<file path="src/rtl/tone_seq_ctrl.sv">
// Tone sequencer driving a downstream PWM generator: a single key-click tone or a three-beep error alarm.
// Optional error preemption of key clicks is enabled by defining TONE_SEQ_PREEMPT_EN.
module tone_seq_ctrl #(
  parameter int          TICK_DIV   = 50000,
  parameter logic [31:0] KEY_PERIOD = 32'd113635,
  parameter int          KEY_TICKS  = 30,
  parameter logic [31:0] ERR_PERIOD = 32'd227271,
  parameter int          ERR_TICKS  = 100,
  parameter int          GAP_TICKS  = 60
) (
  input  logic        clk,
  input  logic        rst,
  input  logic        key_req,
  input  logic        err_req,
  output logic        key_ack,
  output logic        err_ack,
  output logic [31:0] period,
  output logic [31:0] duty,
  output logic        pwm_rst_n,
  output logic        busy
);

  localparam int PW = (TICK_DIV > 1) ? $clog2(TICK_DIV) : 1;
  localparam logic [PW-1:0] PRESC_LAST = PW'(TICK_DIV - 1);
  localparam logic [15:0]   KEY_LAST   = 16'(KEY_TICKS - 1);
  localparam logic [15:0]   ERR_LAST   = 16'(ERR_TICKS - 1);
  localparam logic [15:0]   GAP_LAST   = 16'(GAP_TICKS - 1);
  localparam logic [31:0]   KEY_DUTY   = (KEY_PERIOD >> 1) + 32'd1;
  localparam logic [31:0]   ERR_DUTY   = (ERR_PERIOD >> 1) + 32'd1;

  localparam logic [1:0] ST_IDLE = 2'd0;
  localparam logic [1:0] ST_TONE = 2'd1;
  localparam logic [1:0] ST_GAP  = 2'd2;

  logic [1:0]    state_q, state_d;
  logic [PW-1:0] presc_q, presc_d;
  logic [15:0]   tick_q, tick_d;
  logic [1:0]    beep_q, beep_d;
  logic          err_seq_q, err_seq_d;
  logic          key_pend_q, key_pend_d;
  logic          err_pend_q, err_pend_d;
  logic [31:0]   period_q, period_d;
  logic [31:0]   duty_q, duty_d;
  logic          key_ack_q, key_ack_d;
  logic          err_ack_q, err_ack_d;
  logic          pwm_rst_n_q, pwm_rst_n_d;
  logic          busy_q, busy_d;

  logic        presc_wrap;
  logic [15:0] tick_last;
  logic        seg_done;
  logic        start_err;
  logic        start_key;

  assign presc_wrap = (presc_q == PRESC_LAST);
  assign seg_done   = presc_wrap && (tick_q == tick_last);

  always_comb begin
    tick_last = KEY_LAST;
    if (state_q == ST_GAP) begin
      tick_last = GAP_LAST;
    end else if (err_seq_q) begin
      tick_last = ERR_LAST;
    end
  end

  always_comb begin
    state_d    = state_q;
    presc_d    = presc_q;
    tick_d     = tick_q;
    beep_d     = beep_q;
    err_seq_d  = err_seq_q;
    key_pend_d = key_pend_q;
    err_pend_d = err_pend_q;
    period_d   = period_q;
    duty_d     = duty_q;
    key_ack_d  = 1'b0;
    err_ack_d  = 1'b0;
    start_err  = 1'b0;
    start_key  = 1'b0;

    case (state_q)
      ST_IDLE: begin
        if (err_req || err_pend_q) begin
          start_err = 1'b1;
          if (key_req) begin
            key_pend_d = 1'b1;
          end
        end else if (key_req || key_pend_q) begin
          start_key = 1'b1;
        end
      end
      ST_TONE, ST_GAP: begin
        presc_d = presc_wrap ? '0 : presc_q + PW'(1);
        if (presc_wrap) begin
          tick_d = tick_q + 16'd1;
        end
        if (seg_done) begin
          presc_d = '0;
          tick_d  = '0;
          if (state_q == ST_TONE) begin
            state_d = (err_seq_q && beep_q != 2'd2) ? ST_GAP : ST_IDLE;
          end else begin
            state_d = ST_TONE;
            beep_d  = beep_q + 2'd1;
          end
        end
        if (key_req) begin
          key_pend_d = 1'b1;
        end
        // Requests from the error sequence itself are ignored; only a key sequence reacts.
        if (err_req && !err_seq_q) begin
`ifdef TONE_SEQ_PREEMPT_EN
          start_err = 1'b1;
`else
          err_pend_d = 1'b1;
`endif
        end
      end
      default: begin
        state_d = ST_IDLE;
      end
    endcase

    if (start_err) begin
      state_d    = ST_TONE;
      err_seq_d  = 1'b1;
      beep_d     = 2'd0;
      presc_d    = '0;
      tick_d     = '0;
      period_d   = ERR_PERIOD;
      duty_d     = ERR_DUTY;
      err_ack_d  = 1'b1;
      err_pend_d = 1'b0;
    end else if (start_key) begin
      state_d    = ST_TONE;
      err_seq_d  = 1'b0;
      beep_d     = 2'd0;
      presc_d    = '0;
      tick_d     = '0;
      period_d   = KEY_PERIOD;
      duty_d     = KEY_DUTY;
      key_ack_d  = 1'b1;
      key_pend_d = 1'b0;
    end

    pwm_rst_n_d = (state_d == ST_TONE);
    busy_d      = (state_d != ST_IDLE);
  end

  always_ff @(posedge clk or posedge rst) begin
    if (rst) begin
      state_q     <= ST_IDLE;
      presc_q     <= '0;
      tick_q      <= '0;
      beep_q      <= '0;
      err_seq_q   <= 1'b0;
      key_pend_q  <= 1'b0;
      err_pend_q  <= 1'b0;
      period_q    <= '0;
      duty_q      <= '0;
      key_ack_q   <= 1'b0;
      err_ack_q   <= 1'b0;
      pwm_rst_n_q <= 1'b0;
      busy_q      <= 1'b0;
    end else begin
      state_q     <= state_d;
      presc_q     <= presc_d;
      tick_q      <= tick_d;
      beep_q      <= beep_d;
      err_seq_q   <= err_seq_d;
      key_pend_q  <= key_pend_d;
      err_pend_q  <= err_pend_d;
      period_q    <= period_d;
      duty_q      <= duty_d;
      key_ack_q   <= key_ack_d;
      err_ack_q   <= err_ack_d;
      pwm_rst_n_q <= pwm_rst_n_d;
      busy_q      <= busy_d;
    end
  end

  assign key_ack   = key_ack_q;
  assign err_ack   = err_ack_q;
  assign period    = period_q;
  assign duty      = duty_q;
  assign pwm_rst_n = pwm_rst_n_q;
  assign busy      = busy_q;

endmodule

</file>
<file path="config.mk">
export PLATFORM = sky130hd
export DESIGN_NAME = tone_seq_ctrl
export DESIGN_NICKNAME = d
export VERILOG_FILES = /design/src/rtl/tone_seq_ctrl.sv
export SDC_FILE = /design/constraint.sdc
export NUM_CORES = 1
export LEC_CHECK = 0
export CORE_ASPECT_RATIO = 1.4
export CORE_MARGIN = 2
export CORE_UTILIZATION = 45
export DETAILED_ROUTE_END_ITERATION = 10
export GPL_ROUTABILITY_DRIVEN = 0
export MAX_ROUTING_LAYER = met4
export PLACE_DENSITY = 0.76
export SYNTH_ARGS = -nofsm -noshare
export SYNTH_HDL_FRONTEND = slang
export SYNTH_SLANG_ARGS = --single-unit
</file>
<file path="constraint.sdc">
create_clock -name clk -period 2.1 [get_ports clk]
set_input_delay 0.315 -clock clk [delete_from_list [all_inputs] [get_ports clk]]
set_output_delay 0.315 -clock clk [all_outputs]
set_load 0.02 [all_outputs]
</file>
**Run 1: signal wires by layer**

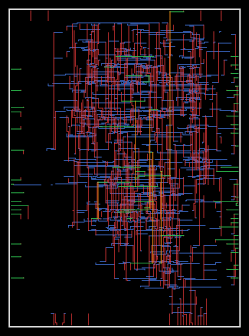
Key: red = metal 2 [wire length 3,090 um]; blue = metal 1 [wire length 2,350 um]; orange = metal 4 [wire length 187 um]; green = metal 3 [wire length 271 um]
total number of vias: 2,287
total routed wirelength: 5.897 mm
per-cell routed wire length: 13.62 um
GR Util All Layers: 17.08%

**Run 1: gate-type map**

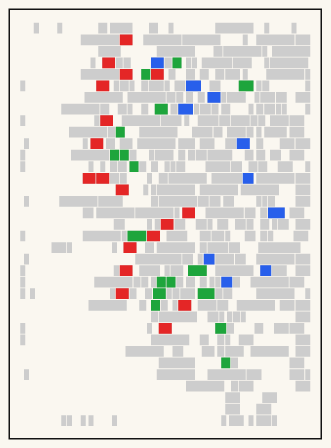
Key: red = xor and xnor cells [cells 18]; green = and/or cells [cells 17]; blue = non-inverting ao/oa cells [cells 10]

**Run 1: the metal 2 layer**

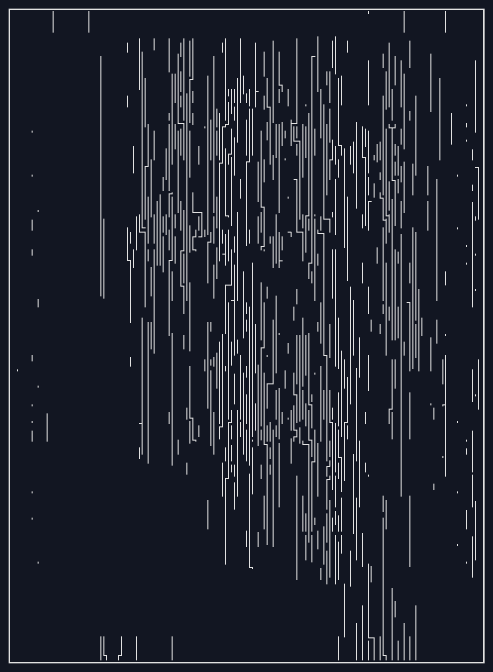
The wires run mostly vertical. The longest straight run is 40.5 um. 329 nets have wire on it. The layer carries 3,090 um of wire. The layer holds 52% of the routed length.

**Run 1: cell density map**

The die is cut into 7 by 10 equal tiles; white is low, dark blue is high, 0 to 100% covered.
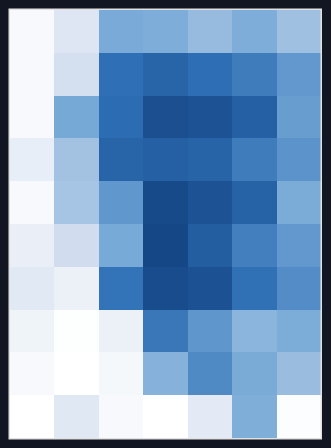
23% of the tiles are over 75% full. The fullest tile reaches 91%. The densest ninth of the die: centre. The mean over all tiles is 46%.
Core Area: 6525 um2
final core utilization: 52.94%
initial core utilization: 46.21%

==> flow_summary_export.csv, run 1 <==
group,metric,value,unit
run_status,status,"finished, final reports clean",
setup_path,worst-r2r-setup-slack,0.13,ns
global_routing,met3_usage,2.100,%
synthesis,ys_top_cells_by_count,"sky130_fd_sc_hd__buf_4, sky130_fd_sc_hd__dfrtp_1, sky130_fd_sc_hd__nor2_1",
layout,numSequentialCells,45,
layout,layout.cells.non_filler,433,
die,floorplan.die.height,100.9,um
setup_path,slowest_stage,"sky130_fd_sc_hd__dfrtp_1",
setup_path,regToRegEndpoint,"tick_q[15]",
synthesis,syn_inst,325,
drt,drt-vias-per-instance,5.282,
setup_path,setup.worst_path.start_class,"register",
synthesis,mappedNetlistArea,3015,um2
final_timing,hold_slack,0.2950,ns
final_timing,fin_worst_skew,0.008202,ns
power,ir_worst_vdd,0.3192,mV
setup_path,worst_setup_path_startpoint,"presc_q[0]",
global_routing,grt.busiest_layer,"met2",
synthesis,synth.avg_cell_area,9.278,um2
cts,ctsResizeCount,0,
layout,inverter_tally_of_the_final_layout_excluding_the_clock_network,10,
die,rows,35,
power,clock_group_share_of_total_power,29.1,%
power,comb_power_share,26.0,%
layout,number_of_clock_buffers_in_the_layout,6,
drt,met3RoutedLength,270,um
setup_path,timing.critical_path.slowest_cell_delay,0.40,ns
setup_path,worstSetupPathDepth,8,
synthesis,ys_sh_aoi,11.12,%
layout,non_clk_buf_share,17.39,%
drt,route.top_layer_used,"met4",
placed_design,postPlaceCellArea,3316,um2
layout,largest_cell_class,"multi-input combinational cells",
cts,postCtsHoldBufs,0,
layout,n_antenna_cell,0,
placed_design,dpl.hpwl,4.445,mm
layout,final_layout_top_logic_cells,"sky130_fd_sc_hd__dfrtp_1, sky130_fd_sc_hd__clkdlybuf4s50_1, sky130_fd_sc_hd__conb_1",
setup_path,critical_path.n_buffers_inverters,1,
drt,route.met2.wl,3.091,mm
synthesis,ys_chip_area,3015,um2
layout,logic_area,1478,um2
final_timing,achievable-frequency,508.3,MHz
final_timing,final-hold-violation-count,0,
synthesis,synth_top_cell_by_count,"sky130_fd_sc_hd__buf_4",
layout,drive_above_1_share,16.71,%
final_timing,timing.final.crit_share,93.69,%
synthesis,top_logic_kind,"simple AND/OR/NAND/NOR gates",
synthesis,synthesis.yosys.warnings,0,
layout,clkCellAreaFrac,3.477,%
layout,seq-cell-share,32.60,%
synthesis,flop_cell,"sky130_fd_sc_hd__dfrtp_1",
final_timing,final.min_clock_period,1.967,ns
layout,finish.instance_area,3455,um2
global_routing,met1_global_route_usage,19.39,%
setup_path,timing.critical_path.cells,"ha_1, and3_2, and4_4, a21oi_4, buf_12, nor4b_2, xnor2_1, nor2_2",
synthesis,post-synth-top-area-fraction,37.34,%
**Run 1: track usage over the die**

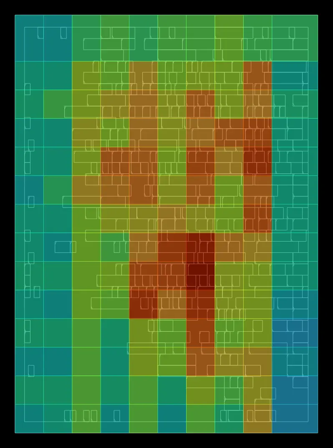

==> run 2, diff against run 1 <==
--- a/config.mk
+++ b/config.mk
@@ -7,11 +7,12 @@
 export LEC_CHECK = 0
 export CORE_ASPECT_RATIO = 1.4
 export CORE_MARGIN = 2
-export CORE_UTILIZATION = 45
+export CORE_UTILIZATION = 47
+export CTS_BUF_LIST = sky130_fd_sc_hd__clkbuf_8
 export DETAILED_ROUTE_END_ITERATION = 10
 export GPL_ROUTABILITY_DRIVEN = 0
 export MAX_ROUTING_LAYER = met4
-export PLACE_DENSITY = 0.76
+export PLACE_DENSITY = 0.79
 export SYNTH_ARGS = -nofsm -noshare
 export SYNTH_HDL_FRONTEND = slang
 export SYNTH_SLANG_ARGS = --single-unit
**Run 2: track usage over the die**

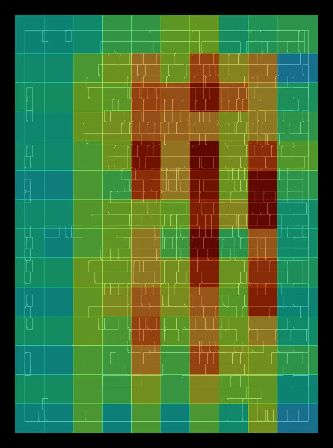
global-route met2 utilization: 30.27%
GR Util All Layers: 17.23%
final core utilization: 55.20%

**Run 2: signal wires by layer**

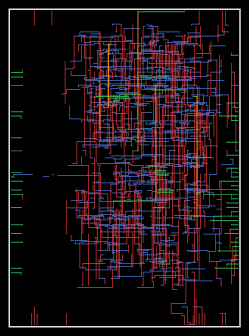
Key: blue = metal 1 [wire length 2,360 um]; orange = metal 4 [wire length 152 um]; red = metal 2 [wire length 3,030 um]; green = metal 3 [wire length 302 um]
total number of vias: 2,301
per-cell routed wire length: 13.65 um

==> run 2 against run 1 <==
Clock-buffer cell count is the same. Power decreased by 0.47%. Sequential cell count unchanged. Worst hold slack better by 0.16 ns. Register-to-register slack about the same. Sequential share of layout area is 0.25 points higher. Design area fell by 0.76%. Critical path type unchanged.
==> flow_summary_export.csv, run 2 <==
group,metric,value,unit
run_status,status,"finished, final reports clean",
synthesis,flop_cell,"sky130_fd_sc_hd__dfrtp_1",
setup_path,worstSetupPathDepth,6,
layout,clkCellAreaFrac,3.394,%
drt,route.met2.wl,3.034,mm
layout,finish.instance_area,3428,um2
cts,ctsResizeCount,2,
layout,number_of_clock_buffers_in_the_layout,6,
setup_path,timing.critical_path.cells,"nor4_1, nand4b_1, nor3_4, a31o_2, nor2b_1, o22ai_1",
final_timing,timing.final.crit_share,93.52,%
die,rows,34,
final_timing,final.min_clock_period,1.964,ns
placed_design,postPlaceCellArea,3256,um2
layout,seq-cell-share,32.85,%
layout,drive_above_1_share,16.29,%
setup_path,regToRegEndpoint,"beep_q[1]",
drt,drt-vias-per-instance,5.376,
power,ir_worst_vdd,0.3678,mV
layout,largest_cell_class,"multi-input combinational cells",
final_timing,hold_slack,0.4521,ns
cts,postCtsHoldBufs,0,
layout,n_antenna_cell,0,
layout,layout.cells.non_filler,428,
drt,drt_wl_total,5.843,mm
synthesis,post-synth-top-area-fraction,37.34,%
final_timing,final-hold-violation-count,0,
drt,met3RoutedLength,301,um
setup_path,slowest_stage,"sky130_fd_sc_hd__dfrtp_1",
global_routing,met1_global_route_usage,19.07,%
synthesis,mappedNetlistArea,3015,um2
layout,logic_area,1493,um2
synthesis,ys_top_cells_by_count,"sky130_fd_sc_hd__buf_4, sky130_fd_sc_hd__dfrtp_1, sky130_fd_sc_hd__nor2_1",
final_timing,fin_worst_skew,0.01258,ns
setup_path,worst-r2r-setup-slack,0.14,ns
global_routing,met3_usage,1.943,%
layout,final_layout_top_logic_cells,"sky130_fd_sc_hd__dfrtp_1, sky130_fd_sc_hd__clkdlybuf4s50_1, sky130_fd_sc_hd__conb_1",
die,core_area,6211,um2
synthesis,synthesis.yosys.warnings,0,
**Run 2: gate-type map**

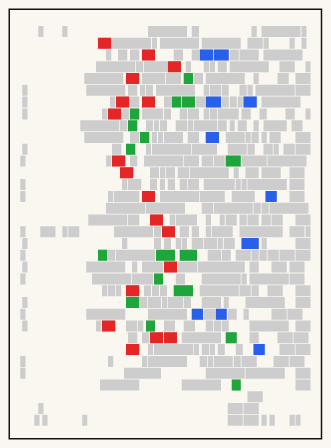
Key: green = and/or cells [cells 17]; blue = non-inverting ao/oa cells [cells 10]; red = xor and xnor cells [cells 18]

**Run 2: cell density map**

The die is cut into 7 by 10 equal tiles; white is low, dark blue is high, 0 to 100% covered.
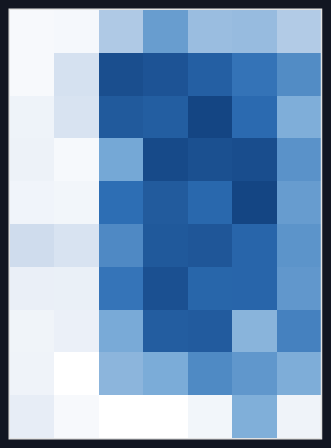

==> run 3, diff against run 2 <==
--- a/config.mk
+++ b/config.mk
@@ -11,6 +11,7 @@
 export CTS_BUF_LIST = sky130_fd_sc_hd__clkbuf_8
 export DETAILED_ROUTE_END_ITERATION = 10
 export GPL_ROUTABILITY_DRIVEN = 0
+export GPL_TIMING_DRIVEN = 0
 export MAX_ROUTING_LAYER = met4
 export PLACE_DENSITY = 0.79
 export SYNTH_ARGS = -nofsm -noshare
**Run 3: cell density map**

The die is cut into 7 by 10 equal tiles; white is low, dark blue is high, 0 to 100% covered.
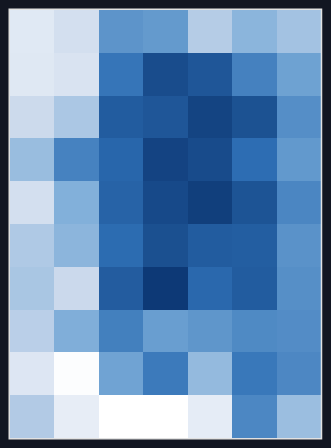
The densest ninth of the die: centre. The emptiest ninth of the die: south-west. 31% of the tiles are over 75% full. The fullest tile reaches 96%.

**Run 3: track usage over the die**

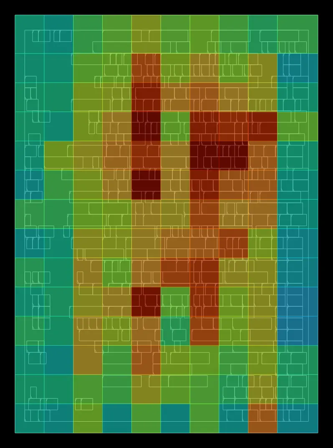
per-cell routed wire length: 13.26 um
final core utilization: 64.69%
most heavily used metal layer in global routing: met2
met3 global-route usage: 2.965%

==> run 3 against run 2 <==
Via count is 9.4% higher. Power is 7.0% higher. Die area stayed put. Design area is 17% higher. Critical path type unchanged. Sequential share of layout area is 4.7 points lower. Clock-buffer cell count stayed put. Cell count is 16% higher.
==> flow_summary_export.csv, run 3 <==
group,metric,value,unit
run_status,status,"finished, final reports clean",
power,clock_group_share_of_total_power,27.4,%
die,num_tap_cells,72,
layout,layout.area.seq,1130,um2
placed_design,detailedPlace.worstSlack,-0.2106,ns
cts,postCtsHoldBufs,0,
synthesis,synthesis.yosys.warnings,0,
synthesis,count_of_instantiated_cells_in_the_yosys_netlist,325,
layout,n_antenna_cell,0,
synthesis,syn_inst,325,
power,total_power,2.509,mW
final_timing,hold_slack,0.2642,ns
setup_path,worst-r2r-setup-slack,0.004,ns
die,die_area,7082,um2
layout,number_of_clock_buffers_in_the_layout,6,
placed_design,postPlaceCellArea,3626,um2
die,rows,34,
layout,logic_area,1558,um2
drt,met3RoutedLength,411,um
cts,worst_setup_hold_path_clk_slew,0.09,ns
power,clk_pwr,0.688,mW
die,core_area,6211,um2
layout,multi_input_gates,232,
run,openroad.warnings,30,
global_routing,met1_global_route_usage,20.14,%
synthesis,synth_top_cell_by_count,"sky130_fd_sc_hd__buf_4",
drt,drt-vias-per-instance,5.075,
setup_path,regToRegEndpoint,"pwm_rst_n",
layout,clkCellAreaFrac,2.896,%
final_timing,final.min_clock_period,2.096,ns
setup_path,timing.critical_path.cells,"inv_2, ha_2, nor2_4, mux2_4, nor3_4, buf_4, and4b_1, nor3_4, nor2_1",
final_timing,fin_worst_skew,0.01188,ns
synthesis,mappedNetlistArea,3015,um2
synthesis,synth.yosys.seq_area_share,37.34,%
layout,finish.instance_area,4018,um2
layout,final_layout_top_logic_cells,"sky130_fd_sc_hd__buf_4, sky130_fd_sc_hd__dfrtp_1, sky130_fd_sc_hd__clkdlybuf4s50_1",
cts,cts_tree,"done",
die,floorplan.die.height,98.78,um
global_routing,grt_max_degree,35,
layout,seq-cell-share,28.12,%
setup_path,crit_end,"pwm_rst_n",
final_timing,timing.final.crit_share,99.79,%
layout,largest_cell_class,"multi-input combinational cells",
synthesis,post-synth-top-area-fraction,37.34,%
global_routing,globalRouteTotalUtil,18.30,%
setup_path,slowest_stage,"sky130_fd_sc_hd__dfrtp_2",
synthesis,synth_cell_types,58,
layout,count_of_plain_and_timing_repair_buffers,129,
setup_path,worstSetupPathDepth,9,
global_routing,grt_antenna_before_repair,0,
power,seqPwrFrac,43.3,%
layout,drive_above_1_share,32.08,%
cts,ctsResizeCount,6,
synthesis,flop_cell,"sky130_fd_sc_hd__dfrtp_1",
layout,layout.cells.non_filler,496,
synthesis,synth.cellmix.adderShare,3.320,%
power,ir_worst_vdd,0.3288,mV
final_timing,final-hold-violation-count,0,
drt,route.met2.wl,3.488,mm
synthesis,ys_top_cells_by_count,"sky130_fd_sc_hd__buf_4, sky130_fd_sc_hd__dfrtp_1, sky130_fd_sc_hd__nor2_1",
**Run 3: the metal 2 layer**

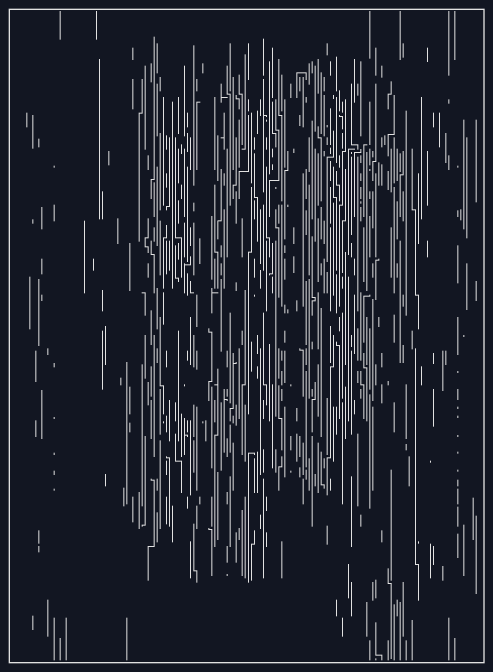
The layer holds 53% of the routed length. The layer carries 3,490 um of wire.
total routed wirelength: 6.578 mm
global-route met2 utilization: 32.48%
total number of vias: 2,517

No activity file was given, so power comes from the tool's default toggle rates.
